[config.mk]
export PLATFORM = sky130hd
export DESIGN_NAME = rf_wb_arbiter
export DESIGN_NICKNAME = d
export VERILOG_FILES = /design/src/rtl/rf_wb_arbiter.sv
export SDC_FILE = /design/constraint.sdc
export NUM_CORES = 1
export LEC_CHECK = 0
export CORE_MARGIN = 2
export CORE_UTILIZATION = 30
export CTS_CLUSTER_SIZE = 24
export DETAILED_ROUTE_END_ITERATION = 8
export GPL_TIMING_DRIVEN = 0
export PLACE_DENSITY_LB_ADDON = 0.3
export SLEW_MARGIN = 10
export SYNTH_ARGS = -nofsm -noshare
export SYNTH_HDL_FRONTEND = slang
export SYNTH_SLANG_ARGS = --single-unit
[constraint.sdc]
create_clock -name clk -period 3.7 [get_ports clk]
set_clock_uncertainty 0.1 [all_clocks]
set_input_delay 1.11 -clock clk [delete_from_list [all_inputs] [get_ports clk]]
set_output_delay 1.11 -clock clk [all_outputs]
set_load 0.05 [all_outputs]
[src/rtl/rf_wb_arbiter.sv]
// Register-file write-port arbiter: pipeline writeback wins; multi-cycle results queue
// in a small FIFO, drain on idle cycles, and force a one-cycle stall if starved too long.
module rf_wb_arbiter #(
    parameter int DEPTH        = 2,
    parameter int STARVE_LIMIT = 4
) (
    input  logic        clk,
    input  logic        reset,
    input  logic [37:0] pipe_w,
    input  logic [37:0] mdu_w,
    output logic        mdu_ready,
    output logic [37:0] w,
    output logic        stall,
    output logic [31:0] pend_mask
);
    localparam int PW = $clog2(DEPTH);
    localparam int CW = $clog2(DEPTH + 1);
    localparam int SW = $clog2(STARVE_LIMIT + 1);

    logic [4:0]       r_addr [DEPTH];
    logic [31:0]      r_data [DEPTH];
    logic [DEPTH-1:0] r_live;
    logic [PW-1:0]    r_wp;
    logic [PW-1:0]    r_rp;
    logic [CW-1:0]    r_count;
    logic [SW-1:0]    r_starve;
    logic             r_stall;
    logic             r_w_wen;
    logic [4:0]       r_w_addr;
    logic [31:0]      r_w_wd;

    logic             w_pipe_wen;
    logic [4:0]       w_pipe_addr;
    logic [31:0]      w_pipe_wd;
    logic             w_mdu_wen;
    logic [4:0]       w_mdu_addr;
    logic [31:0]      w_mdu_wd;
    logic             w_pipe_go;
    logic             w_pop;
    logic             w_push;
    logic [31:0]      w_pend;

    assign {w_pipe_wen, w_pipe_addr, w_pipe_wd} = pipe_w;
    assign {w_mdu_wen, w_mdu_addr, w_mdu_wd}    = mdu_w;

    // Writes to r0 are accepted and dropped on both inputs.
    assign mdu_ready = (r_count < CW'(DEPTH));
    assign w_pipe_go = !r_stall && w_pipe_wen && (w_pipe_addr != 5'd0);
    assign w_pop     = !w_pipe_go && (r_count != '0);
    assign w_push    = w_mdu_wen && mdu_ready && (w_mdu_addr != 5'd0);

    assign w         = {r_w_wen, r_w_addr, r_w_wd};
    assign stall     = r_stall;
    assign pend_mask = w_pend;

    always_ff @(posedge clk) begin
        if (w_push) begin
            r_addr[r_wp] <= w_mdu_addr;
            r_data[r_wp] <= w_mdu_wd;
        end
    end

    // A granted pipeline write kills every queued write to the same register,
    // including one entering the FIFO this very cycle.
    always_ff @(posedge clk or posedge reset) begin
        if (reset) begin
            r_live <= '0;
        end else begin
            for (int i = 0; i < DEPTH; i++) begin
                if (w_pop && (PW'(i) == r_rp)) begin
                    r_live[i] <= 1'b0;
                end else if (w_push && (PW'(i) == r_wp)) begin
                    r_live[i] <= !(w_pipe_go && (w_mdu_addr == w_pipe_addr));
                end else if (w_pipe_go && (r_addr[i] == w_pipe_addr)) begin
                    r_live[i] <= 1'b0;
                end
            end
        end
    end

    always_ff @(posedge clk or posedge reset) begin
        if (reset) begin
            r_wp    <= '0;
            r_rp    <= '0;
            r_count <= '0;
        end else begin
            if (w_push) r_wp <= r_wp + 1'b1;
            if (w_pop)  r_rp <= r_rp + 1'b1;
            case ({w_push, w_pop})
                2'b10:   r_count <= r_count + 1'b1;
                2'b01:   r_count <= r_count - 1'b1;
                default: r_count <= r_count;
            endcase
        end
    end

    // Stall fires after STARVE_LIMIT consecutive ungranted cycles; the stall cycle pops.
    always_ff @(posedge clk or posedge reset) begin
        if (reset) begin
            r_starve <= '0;
            r_stall  <= 1'b0;
        end else if (w_pop || (r_count == '0)) begin
            r_starve <= '0;
            r_stall  <= 1'b0;
        end else begin
            r_starve <= r_starve + 1'b1;
            r_stall  <= (r_starve == SW'(STARVE_LIMIT - 1));
        end
    end

    always_ff @(posedge clk or posedge reset) begin
        if (reset) begin
            r_w_wen  <= 1'b0;
            r_w_addr <= 5'd0;
            r_w_wd   <= 32'd0;
        end else if (w_pipe_go) begin
            r_w_wen  <= 1'b1;
            r_w_addr <= w_pipe_addr;
            r_w_wd   <= w_pipe_wd;
        end else if (w_pop && r_live[r_rp]) begin
            r_w_wen  <= 1'b1;
            r_w_addr <= r_addr[r_rp];
            r_w_wd   <= r_data[r_rp];
        end else begin
            r_w_wen  <= 1'b0;
        end
    end

    always_comb begin
        w_pend = '0;
        for (int i = 0; i < DEPTH; i++) begin
            if (r_live[i]) w_pend[r_addr[i]] = 1'b1;
        end
        if (r_w_wen) w_pend[r_w_addr] = 1'b1;
        w_pend[0] = 1'b0;
    end

endmodule

### PDN straps and rails, run 1

Pins as bars on the die edge.
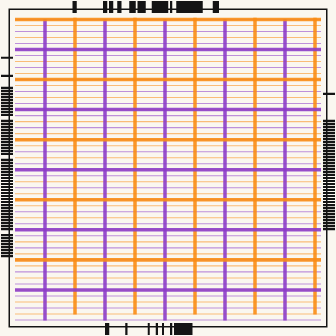
| color | net |
|---|---|
| purple | VSS |
| orange | VDD |
rows: 50
met5 straps: 10
die width: 143.0 um
maximum ir drop on the vdd rail: 0.4934 mV

### Placement by cell class, run 1

Scale bar: 50 um.
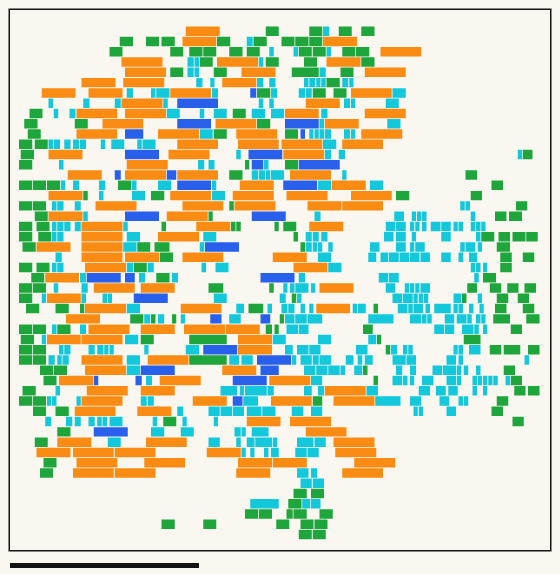
| color | class | cells | share of their area |
|---|---|---|---|
| cyan | all other logic | 378 | 28% |
| orange | flip-flops | 122 | 43% |
| blue | clock drivers and dummy loads | 32 | 7.3% |
| green | other buffers and delay cells | 182 | 21% |
FP Rows: 50
final cell utilization of the core: 43.89%
Seq area share: 41.42%

### Clock distribution, run 1

Scale bar: 50 um.
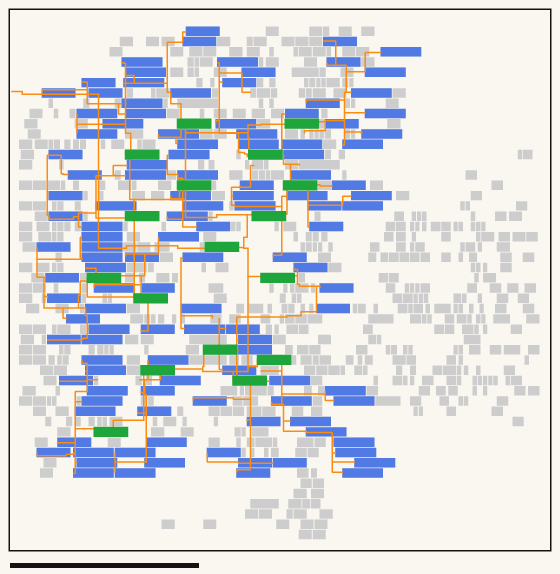
[orange] clock wires | length: 1,470 um
[blue] flip-flops | count: 122
[green] cells driving clock nets | count: 17
routed clock nets: 18
clock network power share: 25.2%
power in the clock group: 1.60 mW
Late-Pin Clk Latency: 0.40 ns

==> results.txt, run 1 <==
Results of an implementation run.

The flow ran to the end, and the final reports show no timing, DRC or antenna violations. In the final report, the number of hold violations comes to 0. The script logs the mean routed wire length per placed instance as around 17 um.

Detailed placement reports a standard cell area of roughly 0.0077 mm2. The global-route usage over all layers is 16.79%. The DRC violation total left in the routed layout is recorded as 0. The power group with the largest share is combinational logic. The number of setup buffers added after CTS is 0.

The net count of the finished layout is around 780. Counting buffers and inverters, the worst setup path is 5 cells deep. During tapcell insertion the tool placed 260 well taps. The floorplan core density is a little under a third. Ranked by total area, the top cell class in this layout is registers.

STA shows the worst min-delay path finishing at r_starve[0]$_DFF_PP0_. Sequential cells burn 32.5% of the power. The maximum operating frequency is between 200 and 300 MHz. The post-CTS resize count is 35.

Summing every instance area after synthesis gives between 0.005 and 0.006 mm2. In the hold timing report, the worst path depth is 1. Internal power comes to 3.746 mW.

The first global-routing pass estimated 26,180 um of wire. The die area is a little over 0.02 mm2. Counting along the longest clock path gives a buffer depth of 2. The clock transition at the registers of the reported paths is about 0.06 ns. Prior to clock tree synthesis, the placed netlist has a worst setup slack of -0.1213 ns.

After synthesis the netlist holds a flip-flop and latch count of approximately 120. In this run, the synthesized area fraction spent on adder and majority cells is recorded as less than 1%. The via count of the routed design is ~4,700. For reference, the post-synthesis area per instance comes to about 11 um2. The antenna cell count is 0.

Power attributed to sequential cells is about 2.1 mW. TritonCTS built the clock tree. The placed wire-length estimate is 12,230 um. The pre-antenna-repair detailed-routing pass consisted of 6 iterations.

At floorplan, the net count of the design was reported as roughly 620. For this run, the register share of the synthesized area comes to 59.07%. Post-route period utilization is reported as between 90% and 100%. Broken down by cell family, the worst path's largest delay share belongs to buffers and inverters. Non-clock inverters in the final layout number 7. Once layout is done, the placed cells without fillers occupy slightly above 0.008 mm2. The count of mapped cells out of synthesis is around 540. The dominant non-sequential cell family after synthesis is simple AND/OR/NAND/NOR gates. The combined buffer and inverter count along the critical path is 2. The power report attributes to the combinational group a share of 42.3%.

The depth of the worst register-to-register path is 7. The number of global-route vias before repair is slightly below 5,000. The clock sink total is between 100 and 150. CTS built an H-tree with a depth of 4.

Excluding fillers, the count of instances in the completed layout stands at a little under 1,000. The sort of element at the start of the critical path is a register. Per the layout report, the design carries about 1,800 filler cells. The number of cell instances after yosys synthesis is around 540. The simple-gate share of the synthesized area is between 15 and 20%. In this run the static leakage power is between 3 and 4 nW. Yosys reports a chip area of approximately 0.0058 mm2. After detailed routing, the number of vias per cell comes to ~4.8. Entering global routing, the biggest net connects 37 pins. The critical hold path startpoint is r_starve[0]$_DFF_PP0_.

The setup path with the least slack is of type reg2out. The power drawn by the combinational cells is about 2.7 mW. Overall power consumption after layout is estimated at 6.352 mW.

Multiplexer cells account for under 10% of the synthesized area. The switching portion of total power comes to about two fifths. Summing over the stages, the warning tally comes to 26. Per the timing report, the biggest fanout along the worst path comes to 8.

The post-route antenna net violation count is 0. After synthesis, the cell types taking the most area are edfxtp_1 (38%), dfrtp_1 (21%), nand2_1 (8.7%), mux2i_1 (6.6%), o21ai_0 (5.4%). The capturing instance or port of the critical path is pend_mask[29]. The path category of the worst min-delay check is reg2reg. The reg-to-reg critical path startpoint is r_rp$_DFFE_PP0N_.

The critical path endpoint has a required time of 2.49 ns. The total number of yosys warnings is 0. The top cell types in the final layout, fill and taps aside, are nand2_1 (135), clkdlybuf4s50_1 (116), edfxtp_1 (74). The count of distinct cell types in the synthesized netlist is roughly 42. TritonCTS created 17 clock buffers. The number of max-cap violations is 0. The actual transition at the worst max-transition pin is around 0.81 ns. The synthesis report gives the async set-or-reset register share as about two fifths.

The cell type of the slowest stage on the worst timing path is dlygate4sd2_1. The analysis attributes to net switching a power of 2.606 mW. The largest stage delay on the critical path is 0.53 ns. approximately 150 I/O pins were placed.

The reg-to-reg endpoint is r_w_wd[27]$_DFFE_PP0P_. The OpenROAD report gives the critical path a data arrival time of 2.35 ns. The final period demand of the worst path is about 3.6 ns.

The flip-flop count of the largest register, all copies and words added is around 64. The total global routing overflow is 0. The tightest hold margin is 0.3489 ns. In this run, synthesis inferred 74 flip-flops with an integrated enable. The multi-input combinational cells in the finished layout cover a total of approximately 0.0022 mm2. Per the summary, power density relative to cell area is about 770 mW/mm2. Per the detailed-route log, wirelength across all metal layers totals approximately 17,000 um.

Per STA, the startpoint of the critical path is r_addr[1][1]$_DFFE_PP_. The most frequent standard cell in the layout excluding fill and tap cells is nand2_1. The master cell of the clock root buffer is clkbuf_16.

In the final layout, non-clock buffers account for about a fifth of the cell area. In this run the layout overhead on the synthesized area is reported as 42.60%. The clock buffer count is 21. Summed over its instances, the top area cell type makes up between 30% and 40% of the synthesized netlist area. The largest registers in the layout are r_data x64, r_w_wd x32, r_addr x10.

The cell sequence reported for the critical path is and3b_1, clkbuf_1, a22oi_1, nand2_1, dlygate4sd2_1. The final critical-path setup slack is 0.1405 ns. Buffers placed on the I/O ports in this run total approximately 150. The number of cells after detailed placement is approximately 950. The xor-xnor portion of the synthesized cell area is between 3 and 4%. From the final report, the count of setup violators was given as 0. Setup repair after global routing left no endpoint under its margin. The first routing iteration left between 200 and 250 violations. The worst setup path is captured at an output pin. More flip-flops sit in one register than any other, and that register is r_data. The final weighted congestion in routability-driven placement is ~0.8.

The initial antenna violation count is 0. Registers take between 0.003 and 0.004 mm2. Checking max transition, the worst relative margin is between 40% and 50%. The library cell with the largest summed area after synthesis is edfxtp_1. Summed over all failing endpoints, the final setup total negative slack is 0 ns. The flop count is 122.

Per the final layout report, the fraction of cells sized above drive strength 1 comes to under 10%. The synthesis report names the predominant flop master as edfxtp_1. After Yosys synthesis, AND-OR and OR-AND compound gates account for about an eighth of the synthesized area.

Leaving out the clock tree, the finished layout contains a buffer count of 182. The fraction of cell area in multi-input combinational cells is reported as between 20% and 30%. Multi-input combinational cells in the finished layout were counted as ~370. The number of hold buffers added after CTS is 0.

The core area is 0.01883 mm2. The final max-slew violation count recorded for this run is 0.
[run 1: metal layers]
layer	global-route usage [%]	vias to the layer above	routed length (um)
met5	0	-	0
met4	4.429	0	176
met3	5.231	21	1442
met2	27.78	211	8114
met1	21.34	2239	7191
li1	-	2237	-
[run 1: synthesized netlist by cell type, types with 3 or more instances]
cell and count:
clkbuf_1 27, mux2i_1 38, nor3_1 4, edfxtp_1 74, xnor2_1 13, nor3b_1 12, xor2_1 7, nor2_1 17
nand2_1 135, nand3_1 3, a22oi_1 29, o21ai_0 63, and3_1 7, inv_1 7, ha_1 3, o21ai_1 10
buf_6 3, dfrtp_1 48, and3b_1 8
==> run 2, diff against run 1 <==
--- a/config.mk
+++ b/config.mk
@@ -6,7 +6,7 @@
 export NUM_CORES = 1
 export LEC_CHECK = 0
 export CORE_MARGIN = 2
-export CORE_UTILIZATION = 30
+export CORE_UTILIZATION = 49
 export CTS_CLUSTER_SIZE = 24
 export DETAILED_ROUTE_END_ITERATION = 8
 export GPL_TIMING_DRIVEN = 0
@@ -15,3 +15,4 @@
 export SYNTH_ARGS = -nofsm -noshare
 export SYNTH_HDL_FRONTEND = slang
 export SYNTH_SLANG_ARGS = --single-unit
+export TNS_END_PERCENT = 30
==> results.txt, run 2 <==
Results of an implementation run.

The number of buffers inserted by port buffering is 147 (unchanged). The flip-flop count of the largest register, all copies and words added is 64 (unchanged). The library cell with the largest summed area after synthesis is edfxtp_1 (unchanged). The type of destination of the critical path is an output pin (unchanged). The number of global-route vias before repair is 5,231 (was 4,851). The top-level port count came to 150 (unchanged). The clock network fraction of total power is 27.5% (was 25.2%). The design area is 0.008192 mm2 (was 0.008264 mm2). The highest-utilization routing layer at the global route stage was met2 (unchanged). The inserted tap cell count is 143 (was 260).

The actual transition at the worst max-transition pin came to 0.8517 ns (was 0.8092 ns). The final setup violation count is 0 (unchanged). The layout buffering overhead excluding clock cells was 20.38% (was 20.33%). The net count of the finished layout is 781 (was 782). The final worst-path cycle share is 97.99% (was 96.20%).

The number of synthesized flops with an enable pin came to 74 (unchanged). The clock transition at the registers of the reported paths is 0.05 ns (was 0.06 ns). The final standard cell count with taps included and fillers excluded is 856 (was 974). The final weighted congestion in routability-driven placement was 0.8576 (was 0.7984).

The cell area after placement is 0.007536 mm2 (was 0.007682 mm2). The total number of yosys warnings is 0 (unchanged). The uppermost metal layer occupied by signal nets is met4 (unchanged). The post-synthesis net count is 617 (unchanged). The switching power of the nets was 2.659 mW (was 2.606 mW). The tightest hold margin is 0.3342 ns (was 0.3489 ns). The count of mapped cells out of synthesis came to 536 (unchanged). The number of cell rows is 39 (was 50). The post-CTS resize count is 36 (was 35).

The dominant non-sequential cell family after synthesis is simple AND/OR/NAND/NOR gates (unchanged). The async set-reset flop share out of synthesis is 39.34% (unchanged). The share of cell area taken by flip-flops and latches came to 41.79% (was 41.42%). The routed metal-1 wire length is 6426 um (was 7191 um). Top area cell types: edfxtp_1 (38%), dfrtp_1 (21%), nand2_1 (8.7%), mux2i_1 (6.6%), o21ai_0 (5.4%) (unchanged). The wire length of the first global-routing pass was 26,500 um (was 26,180 um). The total cell area reported by yosys after synthesis is 0.005796 mm2 (unchanged). The power attributed to sequential cells is 2.08 mW (was 2.06 mW).

The cell family with the largest share of critical-path delay is buffers and inverters (unchanged). The fraction of the mapped netlist area in compound gates is 12.24% (unchanged). The antenna cell count is 0 (unchanged).

The most used flip-flop cell after synthesis is edfxtp_1 (unchanged). The largest register by flop count is r_data (unchanged). The final period demand of the worst path came to 3.626 ns (was 3.559 ns). The detailed-routed wire length on met3 is 1334 um (was 1442 um). The post-layout total power came to 6.573 mW (was 6.352 mW). The tally of filler cells in the layout is 790 (was 1,804).

Leading registers by flop count: r_data x64, r_w_wd x32, r_addr x10 (unchanged). The tool warning count came to 26 (unchanged). Most frequent cells after synthesis: nand2_1 (135), edfxtp_1 (74), o21ai_0 (63), dfrtp_1 (48), mux2i_1 (38) (unchanged).

The via density per instance is 5.603 (was 4.834). The violation count after the first detailed-route iteration is 330 (was 241). The placed wire-length estimate was 11,680 um (was 12,230 um). Critical Path, Cell by Cell: nand2_1, nor2_2, a22oi_1, nand2_1, clkdlybuf4s50_1 (was and3b_1, clkbuf_1, a22oi_1, nand2_1, dlygate4sd2_1). The global-route usage over all layers is 26.84% (was 16.79%).

The net switching share of the total power is 40.46% (was 41.03%). The clock buffer count is 20 (was 21). The fraction of met3 tracks used by global routing is 6.909% (was 5.231%).

The CTS tree was built (unchanged). The met1 track demand over resource is 31.31% (was 21.34%). The maximum operating frequency is 275.8 MHz (was 280.9 MHz). The clock sink total is 122 (unchanged). The simple-gate share of the synthesized area was 15.05% (unchanged).

The count of buffers added by post-CTS timing repair for setup is 0 (unchanged). The H-tree depth reported by CTS is 4 (unchanged). The master cell of the clock root buffer was clkbuf_16 (unchanged).

The kind of critical path is reg2out (unchanged). The post-route antenna net violation count is 0 (unchanged). The power group with the largest share is combinational logic (unchanged). The routed wire length was 16,490 um (was 16,920 um). The part of the power in combinational logic was 40.9% (was 42.3%). Unrepaired setup endpoints after global routing: no (unchanged). The largest stage delay on the critical path is 0.80 ns (was 0.53 ns). The cell with the most instances after synthesis was nand2_1 (unchanged). The flop count is 122 (unchanged). The post-synthesis cell area is 0.005796 mm2 (unchanged).

The total global routing overflow is 0 (unchanged). The portion of netlist area occupied by mux cells is 6.563% (unchanged). The worst setup timing slack at the placement stage was -0.01736 ns (was -0.1213 ns). The number of max-cap violations is 0 (unchanged). The number of buffers other than clock buffers in the final layout is 181 (was 182).

The count of unresolved DRC violations after routing is 0 (unchanged). The iteration tally of the first detailed-router pass came to 5 (was 6). The power drawn by the combinational cells is 2.69 mW (was 2.68 mW). The share of the core filled with cells is 71.43% (was 43.89%). The via count of the routed design was 4,796 (was 4,708). The relative slew slack is 43.22% (was 46.06%). The global-route met2 utilization came to 46.79% (was 27.78%). The total negative slack was 0 ns (unchanged). The fraction of area in multi-input gates came to 27.33% (was 26.93%).

The core area is 0.01147 mm2 (was 0.01883 mm2). The combined buffer and inverter count along the critical path came to 1 (was 2). Outcome: finished clean (unchanged).

The count of distinct cell types in the synthesized netlist came to 42 (unchanged). The signed area change from the synthesized netlist to the final layout is 41.34% (was 42.60%). The final routed wire length divided by cell count is 19.26 um (was 17.37 um). The sequential cell area came to 0.003423 mm2 (unchanged). The cell type of the slowest stage on the worst timing path is clkdlybuf4s50_1 (was dlygate4sd2_1). The count of multi-input gates is 371 (unchanged).

The part of the power in registers is 31.6% (was 32.5%). The number of hold buffers added after CTS came to 0 (unchanged). The post-synthesis sequential element count was 122 (unchanged). The largest net degree at the start of global routing is 37 (unchanged). The required time of the critical path is 2.49 ns (about the same). The combinational gate area came to 0.002238 mm2 (was 0.002226 mm2).

The floorplan core density is 50.54% (was 30.78%). The adder-cell share of the synthesized area came to 0.6477% (unchanged). The total CTS buffers was 17 (unchanged).

The deepest clock path buffer count came to 2 (unchanged). The number of endpoints with negative hold slack in the final report is 0 (unchanged). The leakage power came to 3.403 nW (was 3.390 nW). Commonest non-fill, non-tap cells in the layout: nand2_1 (135), clkdlybuf4s50_1 (118), edfxtp_1 (74) (was nand2_1 (135), clkdlybuf4s50_1 (116), edfxtp_1 (74)). The endpoint arrival time on the critical path is 2.42 ns (was 2.35 ns). The average cell area after synthesis is 10.81 um2 (unchanged). The share of Yosys cell area claimed by the top area cell type is 38.34% (unchanged). The fraction of the yosys area taken by sequential cells is 59.07% (unchanged).

The cell area power density was 802.4 mW/mm2 (was 768.6 mW/mm2). The number of signal-net inverters in the final layout is 7 (unchanged). The xor-xnor portion of the synthesized cell area was 3.022% (unchanged).

The most frequent standard cell in the layout excluding fill and tap cells is nand2_1 (unchanged). The path category of the worst min-delay check is reg2reg (unchanged). The sort of element at the start of the critical path is a register (unchanged). The maximum resistive drop on vdd is 0.6004 mV (was 0.4934 mV). The fraction of final layout cells sized beyond drive strength 1 is 8.415% (was 7.843%). The final critical-path setup slack was 0.07432 ns (was 0.1405 ns). The die width is 112.8 um (was 143.0 um). The number of cells after detailed placement was 829 (was 946). The critical-path maximum fanout is 8 (unchanged).
==> run 2: final timing paths <==
path | slack [ns] | end | from | depth (start not counted)
hold reg to reg | 0.33 | r_starve[0]$_DFF_PP0_ | r_starve[0]$_DFF_PP0_ | 1
hold / removal | 0.33 | r_starve[0]$_DFF_PP0_ | r_starve[0]$_DFF_PP0_ | 1
max in group asynchronous | 2.11 | r_w_addr[0]$_DFFE_PP0P_ | reset | 3
min in group asynchronous | 0.87 | r_w_wd[20]$_DFFE_PP0P_ | reset | 2
setup / recovery | 0.07 | pend_mask[22] | r_addr[1][1]$_DFFE_PP_ | 5
setup reg to reg | 1.47 | r_w_wd[31]$_DFFE_PP0P_ | r_rp$_DFFE_PP0N_ | 7
### Clock routing, run 2

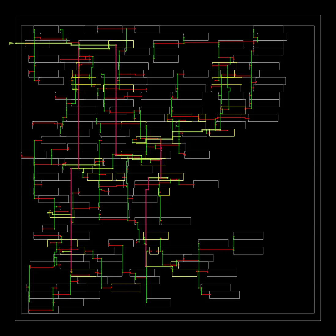
Late-Pin Clk Latency: 0.42 ns
power in the clock group: 1.81 mW

Power is estimated from default activity; no workload was simulated.
